**src/rtl/player_shot_ctrl_if.sv**
```systemverilog
// Signal bundle between the player-shot controller and its keypad/mover/score neighbours.
// The master side is the controller itself; the slave side is the surrounding environment.
interface player_shot_ctrl_if;
  logic               startOfFrame;
  logic               playGame;
  logic               fireKey;
  logic               shotAlive;
  logic signed [10:0] shotTopLeftY;
  logic               hitAlien;
  logic               hitShield;
  logic               shotStart;
  logic               shotKill;
  logic               alienHitPulse;
  logic               explodeActive;
  logic        [7:0]  shotsFired;
  logic               launchError;

  modport master (
    input  startOfFrame, playGame, fireKey, shotAlive, shotTopLeftY, hitAlien, hitShield,
    output shotStart, shotKill, alienHitPulse, explodeActive, shotsFired, launchError
  );

  modport slave (
    output startOfFrame, playGame, fireKey, shotAlive, shotTopLeftY, hitAlien, hitShield,
    input  shotStart, shotKill, alienHitPulse, explodeActive, shotsFired, launchError
  );
endinterface

```
**src/rtl/player_shot_ctrl.sv**
```systemverilog
// Player shot sequencer: fire edge detect, launch handshake, flight supervision,
// explosion hold and re-fire cooldown. All outputs are registered.
module player_shot_ctrl #(
  parameter int TOP_LIMIT       = 16,
  parameter int EXPLODE_FRAMES  = 8,
  parameter int COOLDOWN_FRAMES = 4,
  parameter int LAUNCH_TIMEOUT  = 4
) (
  input  logic              clk,
  input  logic              reset,
  player_shot_ctrl_if.master bus
);

  typedef enum logic [2:0] {
    S_IDLE, S_LAUNCH, S_WAIT, S_FLYING, S_EXPLODE, S_COOLDOWN
  } state_t;

  localparam logic signed [10:0] TOP_Y   = 11'(TOP_LIMIT);
  localparam logic [3:0]         WAIT_LAST = 4'(LAUNCH_TIMEOUT - 1);
  localparam logic [7:0]         EX_LAST = 8'(EXPLODE_FRAMES - 1);
  localparam logic [7:0]         CD_LAST = (COOLDOWN_FRAMES == 0) ? 8'd0 : 8'(COOLDOWN_FRAMES - 1);

  state_t     state_q, state_d;
  logic [3:0] wait_cnt_q, wait_cnt_d;
  logic [7:0] frame_cnt_q, frame_cnt_d;
  logic       first_q, first_d;
  logic       fire_key_q, fire_key_d;
  logic       shot_start_q, shot_start_d;
  logic       shot_kill_q, shot_kill_d;
  logic       alien_hit_q, alien_hit_d;
  logic       explode_q, explode_d;
  logic [7:0] shots_fired_q, shots_fired_d;
  logic       launch_error_q, launch_error_d;
  logic       fire_edge;

  assign fire_edge = bus.fireKey & ~fire_key_q;

  always_comb begin
    state_d        = state_q;
    wait_cnt_d     = wait_cnt_q;
    frame_cnt_d    = frame_cnt_q;
    first_d        = 1'b0;
    fire_key_d     = bus.fireKey;
    shot_start_d   = 1'b0;
    shot_kill_d    = 1'b0;
    alien_hit_d    = 1'b0;
    shots_fired_d  = shots_fired_q;
    launch_error_d = launch_error_q;

    if (!bus.playGame) begin
      state_d        = S_IDLE;
      wait_cnt_d     = '0;
      frame_cnt_d    = '0;
      shots_fired_d  = '0;
      launch_error_d = 1'b0;
    end else begin
      case (state_q)
        S_IDLE: begin
          if (fire_edge) begin
            state_d       = S_LAUNCH;
            shot_start_d  = 1'b1;
            shots_fired_d = (shots_fired_q == 8'hFF) ? shots_fired_q : shots_fired_q + 8'd1;
          end
        end
        S_LAUNCH: begin
          state_d    = S_WAIT;
          wait_cnt_d = '0;
        end
        S_WAIT: begin
          if (bus.shotAlive) begin
            state_d = S_FLYING;
          end else if (wait_cnt_q == WAIT_LAST) begin
            state_d        = S_IDLE;
            launch_error_d = 1'b1;
          end else begin
            wait_cnt_d = wait_cnt_q + 4'd1;
          end
        end
        S_FLYING: begin
          // Hits outrank a same-cycle top exit so only one kill is ever issued.
          if (bus.hitAlien || bus.hitShield) begin
            state_d     = S_EXPLODE;
            shot_kill_d = 1'b1;
            alien_hit_d = bus.hitAlien;
            frame_cnt_d = '0;
            first_d     = 1'b1;
          end else if (bus.startOfFrame && (bus.shotTopLeftY < TOP_Y)) begin
            state_d     = S_COOLDOWN;
            shot_kill_d = 1'b1;
            frame_cnt_d = '0;
            first_d     = 1'b1;
          end else if (!bus.shotAlive) begin
            state_d     = S_COOLDOWN;
            frame_cnt_d = '0;
            first_d     = 1'b1;
          end
        end
        S_EXPLODE: begin
          // first_q masks a frame pulse landing on the state's first cycle.
          if (bus.startOfFrame && !first_q) begin
            if (frame_cnt_q == EX_LAST) begin
              state_d     = S_COOLDOWN;
              frame_cnt_d = '0;
              first_d     = 1'b1;
            end else begin
              frame_cnt_d = frame_cnt_q + 8'd1;
            end
          end
        end
        S_COOLDOWN: begin
          if (COOLDOWN_FRAMES == 0) begin
            state_d = S_IDLE;
          end else if (bus.startOfFrame && !first_q) begin
            if (frame_cnt_q == CD_LAST) state_d = S_IDLE;
            else frame_cnt_d = frame_cnt_q + 8'd1;
          end
        end
        default: state_d = S_IDLE;
      endcase
    end

    explode_d = (state_d == S_EXPLODE);
  end

  always_ff @(posedge clk or posedge reset) begin
    if (reset) begin
      state_q        <= S_IDLE;
      wait_cnt_q     <= '0;
      frame_cnt_q    <= '0;
      first_q        <= 1'b0;
      fire_key_q     <= 1'b0;
      shot_start_q   <= 1'b0;
      shot_kill_q    <= 1'b0;
      alien_hit_q    <= 1'b0;
      explode_q      <= 1'b0;
      shots_fired_q  <= '0;
      launch_error_q <= 1'b0;
    end else begin
      state_q        <= state_d;
      wait_cnt_q     <= wait_cnt_d;
      frame_cnt_q    <= frame_cnt_d;
      first_q        <= first_d;
      fire_key_q     <= fire_key_d;
      shot_start_q   <= shot_start_d;
      shot_kill_q    <= shot_kill_d;
      alien_hit_q    <= alien_hit_d;
      explode_q      <= explode_d;
      shots_fired_q  <= shots_fired_d;
      launch_error_q <= launch_error_d;
    end
  end

  assign bus.shotStart     = shot_start_q;
  assign bus.shotKill      = shot_kill_q;
  assign bus.alienHitPulse = alien_hit_q;
  assign bus.explodeActive = explode_q;
  assign bus.shotsFired    = shots_fired_q;
  assign bus.launchError   = launch_error_q;

endmodule

```
**src/flat_wrapper.sv**
```systemverilog
// flat-port wrapper written by rule: the top's interface ports become plain ports
module player_shot_ctrl_flat 
#(
  parameter int TOP_LIMIT       = 16,
  parameter int EXPLODE_FRAMES  = 8,
  parameter int COOLDOWN_FRAMES = 4,
  parameter int LAUNCH_TIMEOUT  = 4
)
  (clk, reset, bus_startOfFrame, bus_playGame, bus_fireKey, bus_shotAlive, bus_shotTopLeftY, bus_hitAlien, bus_hitShield, bus_shotStart, bus_shotKill, bus_alienHitPulse, bus_explodeActive, bus_shotsFired, bus_launchError);
  player_shot_ctrl_if bus_i ();
  input  logic clk;
  input  logic reset;
  input wire logic [$bits(bus_i.startOfFrame)-1:0] bus_startOfFrame;
  input wire logic [$bits(bus_i.playGame)-1:0] bus_playGame;
  input wire logic [$bits(bus_i.fireKey)-1:0] bus_fireKey;
  input wire logic [$bits(bus_i.shotAlive)-1:0] bus_shotAlive;
  input wire logic [$bits(bus_i.shotTopLeftY)-1:0] bus_shotTopLeftY;
  input wire logic [$bits(bus_i.hitAlien)-1:0] bus_hitAlien;
  input wire logic [$bits(bus_i.hitShield)-1:0] bus_hitShield;
  output wire logic [$bits(bus_i.shotStart)-1:0] bus_shotStart;
  output wire logic [$bits(bus_i.shotKill)-1:0] bus_shotKill;
  output wire logic [$bits(bus_i.alienHitPulse)-1:0] bus_alienHitPulse;
  output wire logic [$bits(bus_i.explodeActive)-1:0] bus_explodeActive;
  output wire logic [$bits(bus_i.shotsFired)-1:0] bus_shotsFired;
  output wire logic [$bits(bus_i.launchError)-1:0] bus_launchError;
  assign bus_i.startOfFrame = bus_startOfFrame;
  assign bus_i.playGame = bus_playGame;
  assign bus_i.fireKey = bus_fireKey;
  assign bus_i.shotAlive = bus_shotAlive;
  assign bus_i.shotTopLeftY = bus_shotTopLeftY;
  assign bus_i.hitAlien = bus_hitAlien;
  assign bus_i.hitShield = bus_hitShield;
  assign bus_shotStart = bus_i.shotStart;
  assign bus_shotKill = bus_i.shotKill;
  assign bus_alienHitPulse = bus_i.alienHitPulse;
  assign bus_explodeActive = bus_i.explodeActive;
  assign bus_shotsFired = bus_i.shotsFired;
  assign bus_launchError = bus_i.launchError;
  player_shot_ctrl #(.TOP_LIMIT(TOP_LIMIT), .EXPLODE_FRAMES(EXPLODE_FRAMES), .COOLDOWN_FRAMES(COOLDOWN_FRAMES), .LAUNCH_TIMEOUT(LAUNCH_TIMEOUT)) u_core (.clk(clk), .reset(reset), .bus(bus_i));
endmodule
```
**config.mk**
```make
export PLATFORM = sky130hd
export DESIGN_NAME = player_shot_ctrl_flat
export DESIGN_NICKNAME = d
export VERILOG_FILES = /design/src/rtl/player_shot_ctrl_if.sv /design/src/rtl/player_shot_ctrl.sv /design/src/flat_wrapper.sv
export SDC_FILE = /design/constraint.sdc
export NUM_CORES = 1
export LEC_CHECK = 0
export ABC_AREA = 1
export CAP_MARGIN = 5
export CORE_UTILIZATION = 43
export CTS_CLUSTER_DIAMETER = 60
export DETAILED_ROUTE_END_ITERATION = 16
export PLACE_DENSITY = 0.67
export SETUP_SLACK_MARGIN = 0.5
export SYNTH_ARGS = -nofsm -noshare
export SYNTH_HDL_FRONTEND = slang
export SYNTH_SLANG_ARGS = --single-unit
```
**constraint.sdc**
```tcl
create_clock -name clk -period 1.5 [get_ports clk]
set_input_delay 0.15 -clock clk [delete_from_list [all_inputs] [get_ports clk]]
set_output_delay 0.15 -clock clk [all_outputs]
set_load 0.02 [all_outputs]
```
==> run_1/sizing.png <==
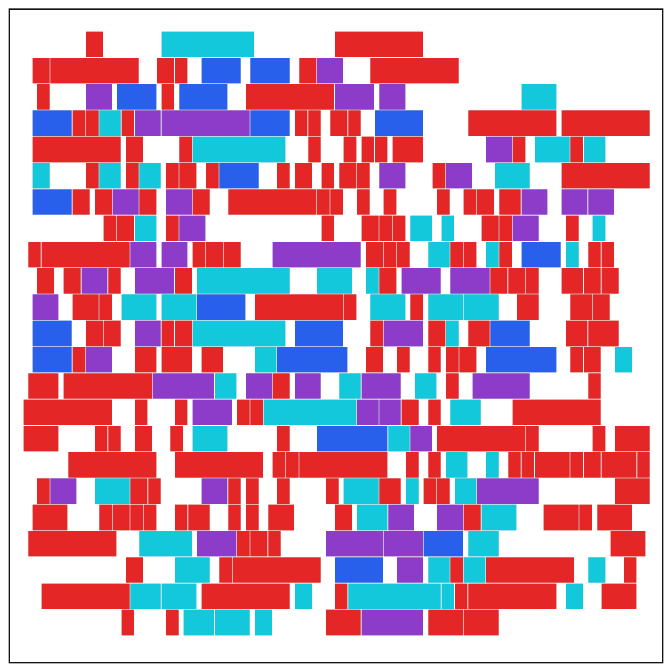
legend:
  cyan:
    size: x2
    cells: 59
    share: 18%
    most_used: nand3_2
  blue:
    size: x6 and larger
    cells: 20
    share: 6.1%
    most_used: buf_6
  purple:
    size: x3 and x4
    cells: 46
    share: 14%
    most_used: buf_4
  red:
    size: x1 and smaller
    cells: 202
    share: 62%
    most_used: nand2_1

==> run_1/m1.png <==
Supply wires on this layer in gray. Cells faint in the background.
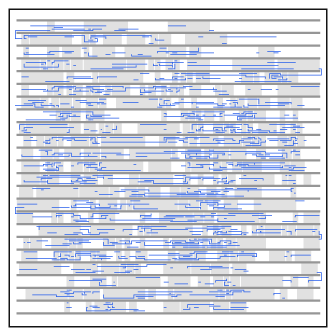
longest straight run: 21.6 um
main direction: horizontal
nets with wire on the layer: 309
wire length on this layer: 2170 um

==> run_1/class_map.png <==
The bar under the picture is 20 um long.
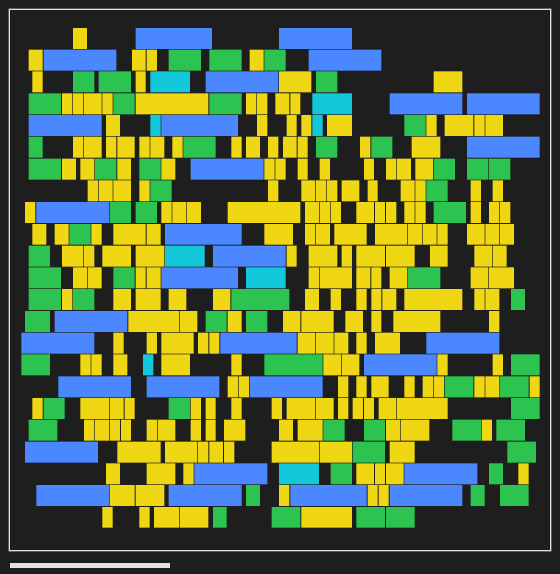
legend:
  green:
    class: remaining buffers and delay cells
    cells: 61
    share_of_their_area: 20%
  blue:
    class: registers
    cells: 30
    share_of_their_area: 28%
  yellow:
    class: remaining logic cells
    cells: 228
    share_of_their_area: 49%
  cyan:
    class: clock drivers and dummy loads
    cells: 8
    share_of_their_area: 2.9%

==> run_1/clock_nets.png <==
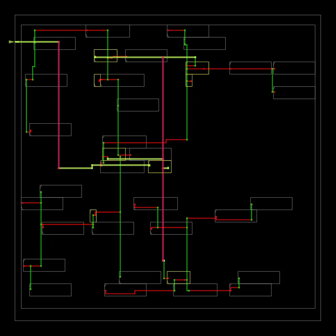
flop count: 30
clock skew: 0.00324 ns
CTS sink count: 30

==> results.sh, run 1 <==
# source this file to load flow results
export IMPL_syn_num_nets=285
export IMPL_layout_top_cell="nand2_1"
export IMPL_critPathMaxStageDelay_ns=0.40
export IMPL_area_growth_pct=51.1
export IMPL_num_vias=1925
export IMPL_slowest_stage="dfrtp_1"
export IMPL_cp_required_ns=1.68
export IMPL_top_cell="nand2_1"
export IMPL_tightest_slew_ns=0.387
export IMPL_clk_pin_slew_ns=0.06
export IMPL_initialDrtViolationCount=81
export IMPL_avgSynthCellArea_um2=7.01
export IMPL_adder_share_pct=2.04
export IMPL_slew_headroom_pct=74.2
export IMPL_netlist_top_cells_area="dfrtp_1 41%, nand2_1 14%, nand3_1 11%"
export IMPL_grt_usage_pct=22.6
export IMPL_rr_startpoint="u_core.state_q[1]"
export IMPL_io_buffers=27
export IMPL_gr_usage_met1_pct=28.5
export IMPL_top_cells_by_count="67 x nand2_1, 39 x nand3_1, 33 x inv_1"
export IMPL_synthCells=263
export IMPL_clock_fmax_mhz=710
export IMPL_setup_viol=0
export IMPL_post_dp_cell_area_mm2=0.00237
export IMPL_grt_busiest_layer="met2"
export IMPL_status="complete, no violations"
export IMPL_chipArea_mm2=0.00455
export IMPL_routedWlPerCell_um=12.5
export IMPL_setup_slack_ns=0.0921
export IMPL_grt_overflow=0
export IMPL_grt_start_max_net_pins=31
export IMPL_post_drt_via_cell_ratio=5.11
export IMPL_final_hold_violation_count=0
export IMPL_grt_pass1_wl_um=7690
export IMPL_cp_num_buf_inv=2
export IMPL_final_cells=377
export IMPL_root_buffer="clkbuf_8"
export IMPL_period_used_pct=93.9
export IMPL_fill_cells=356
export IMPL_ys_sh_xor_pct=1.43
export IMPL_yosys_stat_cells=263
export IMPL_start_kind="flop"
export IMPL_yosysWarnings=0
export IMPL_htree_num_levels=2
export IMPL_crit_arrival_ns=1.59
export IMPL_rows=23
export IMPL_reg2reg_to="u_core.bus.explodeActive"
export IMPL_wirelength_um=4700
export IMPL_max_vdd_ir_drop_mv=0.414
export IMPL_final_area_mm2=0.00279
export IMPL_crit_type="flop to flop"
export IMPL_tool_warnings=33
export IMPL_top_area_cell="dfrtp_1"
export IMPL_fin_crit_ns=1.41
export IMPL_met3_usage_pct=5.07
export IMPL_hp_class="input pin to async pin"
export IMPL_fin_util_pct=68.6
export IMPL_total_power_mw=1.77
export IMPL_pre_cts_slack_ns=-0.0397
export IMPL_drv_cap=0
export IMPL_p_leak_nw=1.33
export IMPL_clkLatencyLatePin_ns=0.28
export IMPL_critPathCapture="u_core.bus.explodeActive"
export IMPL_grt_use_met2_pct=37.1
export IMPL_grt_pass1_vias=1767
export IMPL_synth_simple_area_share_pct=38.5
export IMPL_muxShareOfSynthArea_pct=0
export IMPL_die_h_um=67.5
export IMPL_ioPinCount=32
export IMPL_core_area_mm2=0.00406
export IMPL_placed_cells=346
export IMPL_crit_path_max_fanout=4
export IMPL_ys_top_logic_family="simple AND/OR/NAND/NOR gates"
export IMPL_layout_top_cells="59 x nand2_1, 27 x buf_4, 25 x inv_1"
export IMPL_p_per_area_mw_per_mm2=634
export IMPL_cts_resized=93
export IMPL_fp_utilization_pct=45.4
export IMPL_crit_start="u_core.state_q[1]"
export IMPL_yosysUniqueCellTypes=26
## run 1: layout make-up
| type | count | area, um2 | area share, % |
|---|---|---|---|
| multi-input cells | 191 | 1190 | 42.8 |
| flip-flops and latches | 30 | 758 | 27.2 |
| repair buffers | 61 | 547 | 19.6 |
| inverters | 37 | 146 | 5.26 |
| clock buffers | 8 | 80.1 | 2.88 |
| well taps | 50 | 62.6 | 2.25 |
## run 1: per-layer routing
metal  wire length [um]  share of wire [%]
met2               2260                 48
met5                  0                  0
met1               2170                 46
met3                197                4.2
met4                 82                1.7
## run 1: where the power goes
part           total (mW)  switching [mW]  internal (mW)
Clock               0.628           0.299          0.329
Sequential          0.844          0.0177          0.826
Combinational       0.295           0.163          0.132
==> run 1 -> run 2 <==
--- a/config.mk
+++ b/config.mk
@@ -7,6 +7,7 @@
 export LEC_CHECK = 0
 export ABC_AREA = 1
 export CAP_MARGIN = 5
+export CORE_MARGIN = 2
 export CORE_UTILIZATION = 43
 export CTS_CLUSTER_DIAMETER = 60
 export DETAILED_ROUTE_END_ITERATION = 16
==> run_2/m1.png <==
Supply wires on this layer in gray. Cells faint in the background.
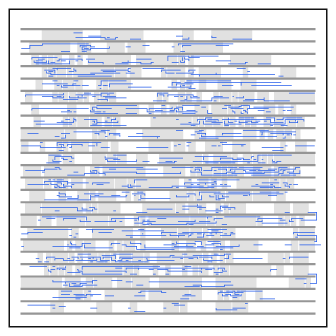
share of all routed wire: 44%
wire length on this layer: 1960 um
main direction: horizontal
longest straight run: 21.2 um

==> run 2 against run 1 <==
  * Maximum frequency grew 3.0%
  * Worst hold slack gained 0.023 ns
  * Total power grew 2.1%
  * Critical path type unchanged
  * Largest power group unchanged
  * Critical path depth shrank 2
  * Clock skew grew 0.0041 ns
  * Clock power grew 8.3%
  * Global-route usage shrank 3.1 points
  * Sequential share of layout area grew 1.0 points
  * Highest routed layer unchanged
  * Clock-buffer cell count shrank 1
  * Utilization shrank 2.2 points
==> results.sh, run 2 <==
# source this file to load flow results
export IMPL_status="complete, no violations"
export IMPL_clk_pin_slew_ns=0.07
export IMPL_fp_utilization_pct=45.4
export IMPL_chipArea_mm2=0.00483
export IMPL_ioPinCount=32
export IMPL_sh_seq_area_pct=28.2
export IMPL_taps=50
export IMPL_p_per_area_mw_per_mm2=669
export IMPL_grt_pass1_wl_um=7690
export IMPL_htree_num_levels=2
export IMPL_cp_num_buf_inv=2
export IMPL_clock_skew_ns=0.00731
export IMPL_biggestCellCategory="combinational gates"
export IMPL_crit_path_max_fanout=6
export IMPL_seq_cells=30
export IMPL_grt_overflow=0
export IMPL_comb_area_mm2=0.00118
export IMPL_netlist_top_cells_area="dfrtp_1 41%, nand2_1 14%, nand3_1 11%"
export IMPL_p_leak_nw=1.30
export IMPL_grt_use_met2_pct=33.7
export IMPL_placed_cells=346
export IMPL_num_vias=1876
export IMPL_wirelength_um=4450
export IMPL_crit_start="u_core.state_q[1]"
export IMPL_slew_headroom_pct=73.3
export IMPL_rr_startpoint="u_core.state_q[1]"
export IMPL_syn_num_nets=285
export IMPL_final_cells=370
export IMPL_clk_share_pct=3.39
export IMPL_grt_usage_pct=19.5
export IMPL_fin_crit_ns=1.37
export IMPL_clkLatencyLatePin_ns=0.28
export IMPL_cts_sinks=30
export IMPL_layout_top_cells="58 x nand2_1, 25 x inv_1, 24 x buf_4"
export IMPL_grt_start_max_net_pins=31
export IMPL_sh_comb_area_pct=43.7
export IMPL_final_area_mm2=0.00270
export IMPL_crit_type="flop to flop"
export IMPL_reg2reg_to="u_core.wait_cnt_q[3]"
export IMPL_slowest_stage="dfrtp_1"
export IMPL_cp_required_ns=1.67
export IMPL_initialDrtViolationCount=78
export IMPL_post_dp_cell_area_mm2=0.00235
export IMPL_buffers=54
export IMPL_grt_busiest_layer="met2"
export IMPL_drv_cap=0
export IMPL_root_buffer="clkbuf_8"
export IMPL_period_used_pct=91.1
export IMPL_io_buffers=27
export IMPL_pre_cts_slack_ns=-0.0333
export IMPL_rows=23
export IMPL_comb_cells=191
export IMPL_critPathCapture="u_core.wait_cnt_q[3]"
export IMPL_top_area_cell="dfrtp_1"
export IMPL_grt_pass1_vias=1786
export IMPL_core_area_mm2=0.00406
export IMPL_fin_util_pct=66.4
export IMPL_routedWlPerCell_um=12.0
==> run 2: per-layer routing <==
metal,up-vias,part of all wire (%)
met3,2,4.4
li1,965,-
met4,0,0.43
met1,872,44
met2,37,51
met5,-,0
==> run 2: kinds of logic after synthesis <==
group           Yosys count  synth area share, %
compound gates           28                 8.35
buf+inv                  42                 8.96
fa+ha+maj                 3                 2.04
xor+xnor                  3                 1.43
flops                    30                 40.7
simple gates            157                 38.5
==> run 2: power breakdown <==
part           internal (mW)  switching, mW  total, mW
clock                  0.370          0.310      0.680
sequential             0.826         0.0155      0.841
combinational          0.126          0.156      0.281
==> run 2: repair_timing <==
item | CTS | global route
gates resized | 81 | 28
endpoints found under the setup margin | 39 | 37
buffers inserted | 13 | 3
pin swaps | 21 | 15
hold endpoints to repair | 0 | 0
==> run 2 -> run 3 <==
--- a/config.mk
+++ b/config.mk
@@ -10,9 +10,11 @@
 export CORE_MARGIN = 2
 export CORE_UTILIZATION = 43
 export CTS_CLUSTER_DIAMETER = 60
+export CTS_CLUSTER_SIZE = 40
 export DETAILED_ROUTE_END_ITERATION = 16
 export PLACE_DENSITY = 0.67
 export SETUP_SLACK_MARGIN = 0.5
+export SLEW_MARGIN = 20
 export SYNTH_ARGS = -nofsm -noshare
 export SYNTH_HDL_FRONTEND = slang
 export SYNTH_SLANG_ARGS = --single-unit
==> run_3/sizing.png <==
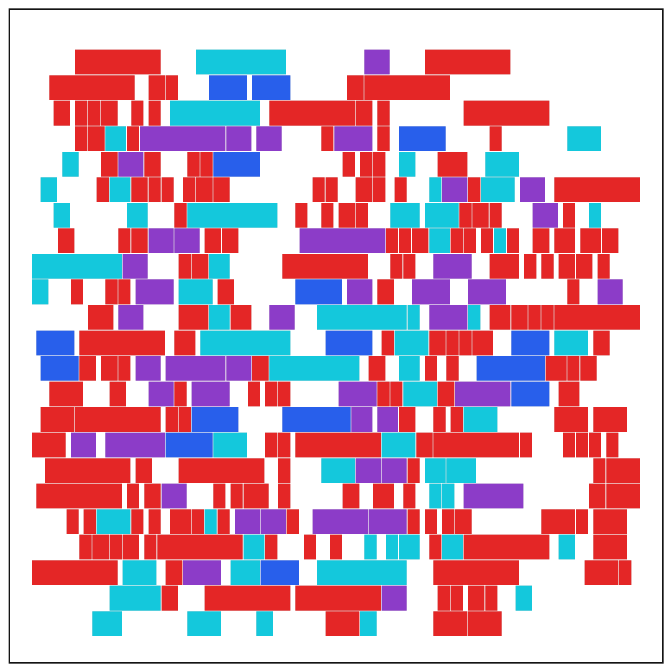
Final Cell Area: 0.00270 mm2
bufs w/o clock: 54
slack of the critical path: 0.133 ns
Area growth, synth to finish: 46.2%

==> run 3 against run 2 <==
  * First-iteration DRC count is the same
  * Via count is the same
  * Routed wire length is the same
  * Synthesized cell count is the same
  * Die size is the same
  * Register-to-register slack is essentially flat
==> results.sh, run 3 <==
# source this file to load flow results
export IMPL_status="complete, no violations"
export IMPL_layout_top_cell="nand2_1"
export IMPL_top_cell="nand2_1"
export IMPL_fill_cells=360
export IMPL_rr_startpoint="u_core.state_q[1]"
export IMPL_power_internal_mw=1.32
export IMPL_setup_viol=0
export IMPL_slowest_stage="dfrtp_1"
export IMPL_sh_seq_area_pct=28.2
export IMPL_aoi_share_pct=8.35
export IMPL_critPathCapture="u_core.wait_cnt_q[3]"
export IMPL_yosysUniqueCellTypes=26
export IMPL_seq_cells=30
export IMPL_num_vias=1876
export IMPL_htree_num_levels=2
export IMPL_start_kind="flop"
export IMPL_netlist_top_cells_area="dfrtp_1 41%, nand2_1 14%, nand3_1 11%"
export IMPL_cp_required_ns=1.67
export IMPL_sw_frac_of_total_pct=26.7
export IMPL_synth_simple_area_share_pct=38.5
export IMPL_critPathMaxStageDelay_ns=0.38
export IMPL_clock_fmax_mhz=732
export IMPL_comb_cells=191
export IMPL_ioPinCount=32
export IMPL_ys_top_logic_family="simple AND/OR/NAND/NOR gates"
export IMPL_clock_power_share_pct=37.7
export IMPL_pwr_share_comb_pct=15.6
export IMPL_comb_power_mw=0.281
export IMPL_placed_cells=346
export IMPL_reg2reg_to="u_core.wait_cnt_q[3]"
export IMPL_clock_skew_ns=0.00731
export IMPL_period_used_pct=91.1
export IMPL_biggestCellCategory="combinational gates"
export IMPL_num_clock_buffers=7
export IMPL_sh_comb_area_pct=43.7
export IMPL_grt_pass1_wl_um=7690
export IMPL_p_leak_nw=1.30
export IMPL_muxShareOfSynthArea_pct=0
export IMPL_io_buffers=27
export IMPL_syn_num_nets=285
export IMPL_p_clk_mw=0.680
export IMPL_pre_cts_slack_ns=-0.0333
export IMPL_die_h_um=69.5
export IMPL_synthCells=263
export IMPL_ys_sh_xor_pct=1.43
export IMPL_cp_num_buf_inv=2
export IMPL_p_per_area_mw_per_mm2=669
export IMPL_final_hold_violation_count=0
export IMPL_taps=50
export IMPL_grt_usage_pct=19.5
export IMPL_core_area_mm2=0.00406
export IMPL_adder_share_pct=2.04
export IMPL_inverters=37
export IMPL_slew_headroom_pct=73.3
export IMPL_max_vdd_ir_drop_mv=0.439
export IMPL_tool_warnings=33
export IMPL_fin_util_pct=66.4
export IMPL_fp_utilization_pct=45.4
export IMPL_top_area_cell="dfrtp_1"
export IMPL_grt_start_max_net_pins=31
export IMPL_final_cells=370
export IMPL_fin_crit_ns=1.37
export IMPL_comb_area_mm2=0.00118
export IMPL_yosys_stat_cells=263
export IMPL_clk_pin_slew_ns=0.07
export IMPL_clk_share_pct=3.39
export IMPL_p_sw_mw=0.481
export IMPL_crit_start="u_core.state_q[1]"
export IMPL_layout_top_cells="58 x nand2_1, 25 x inv_1, 24 x buf_4"
-- run 3: routing by layer --
| layer | up-vias | GRT usage [%] | part of all wire (%) |
|---|---|---|---|
| li1 | 965 | - | - |
| met1 | 872 | 24.2 | 44 |
| met2 | 37 | 33.7 | 51 |
| met3 | 2 | 4.51 | 4.4 |
| met4 | 0 | 6.10 | 0.43 |
| met5 | - | 0 | 0 |
-- run 3: cells by family (layout without fill, tap and decap cells) --
group / count (synthesis) / in the layout
simple gates: 157 / 157
buf+inv: 42 / 99
flops: 30 / 30
compound gates: 28 / 28
fa+ha+maj: 3 / 3
xor+xnor: 3 / 3
-- run 3: repair_timing --
item	in CTS	in global routing
setup endpoints to repair	39	37
resized	81	28
pin swaps	21	15
buffers inserted	13	3
Power and IR drop assume default switching activity.
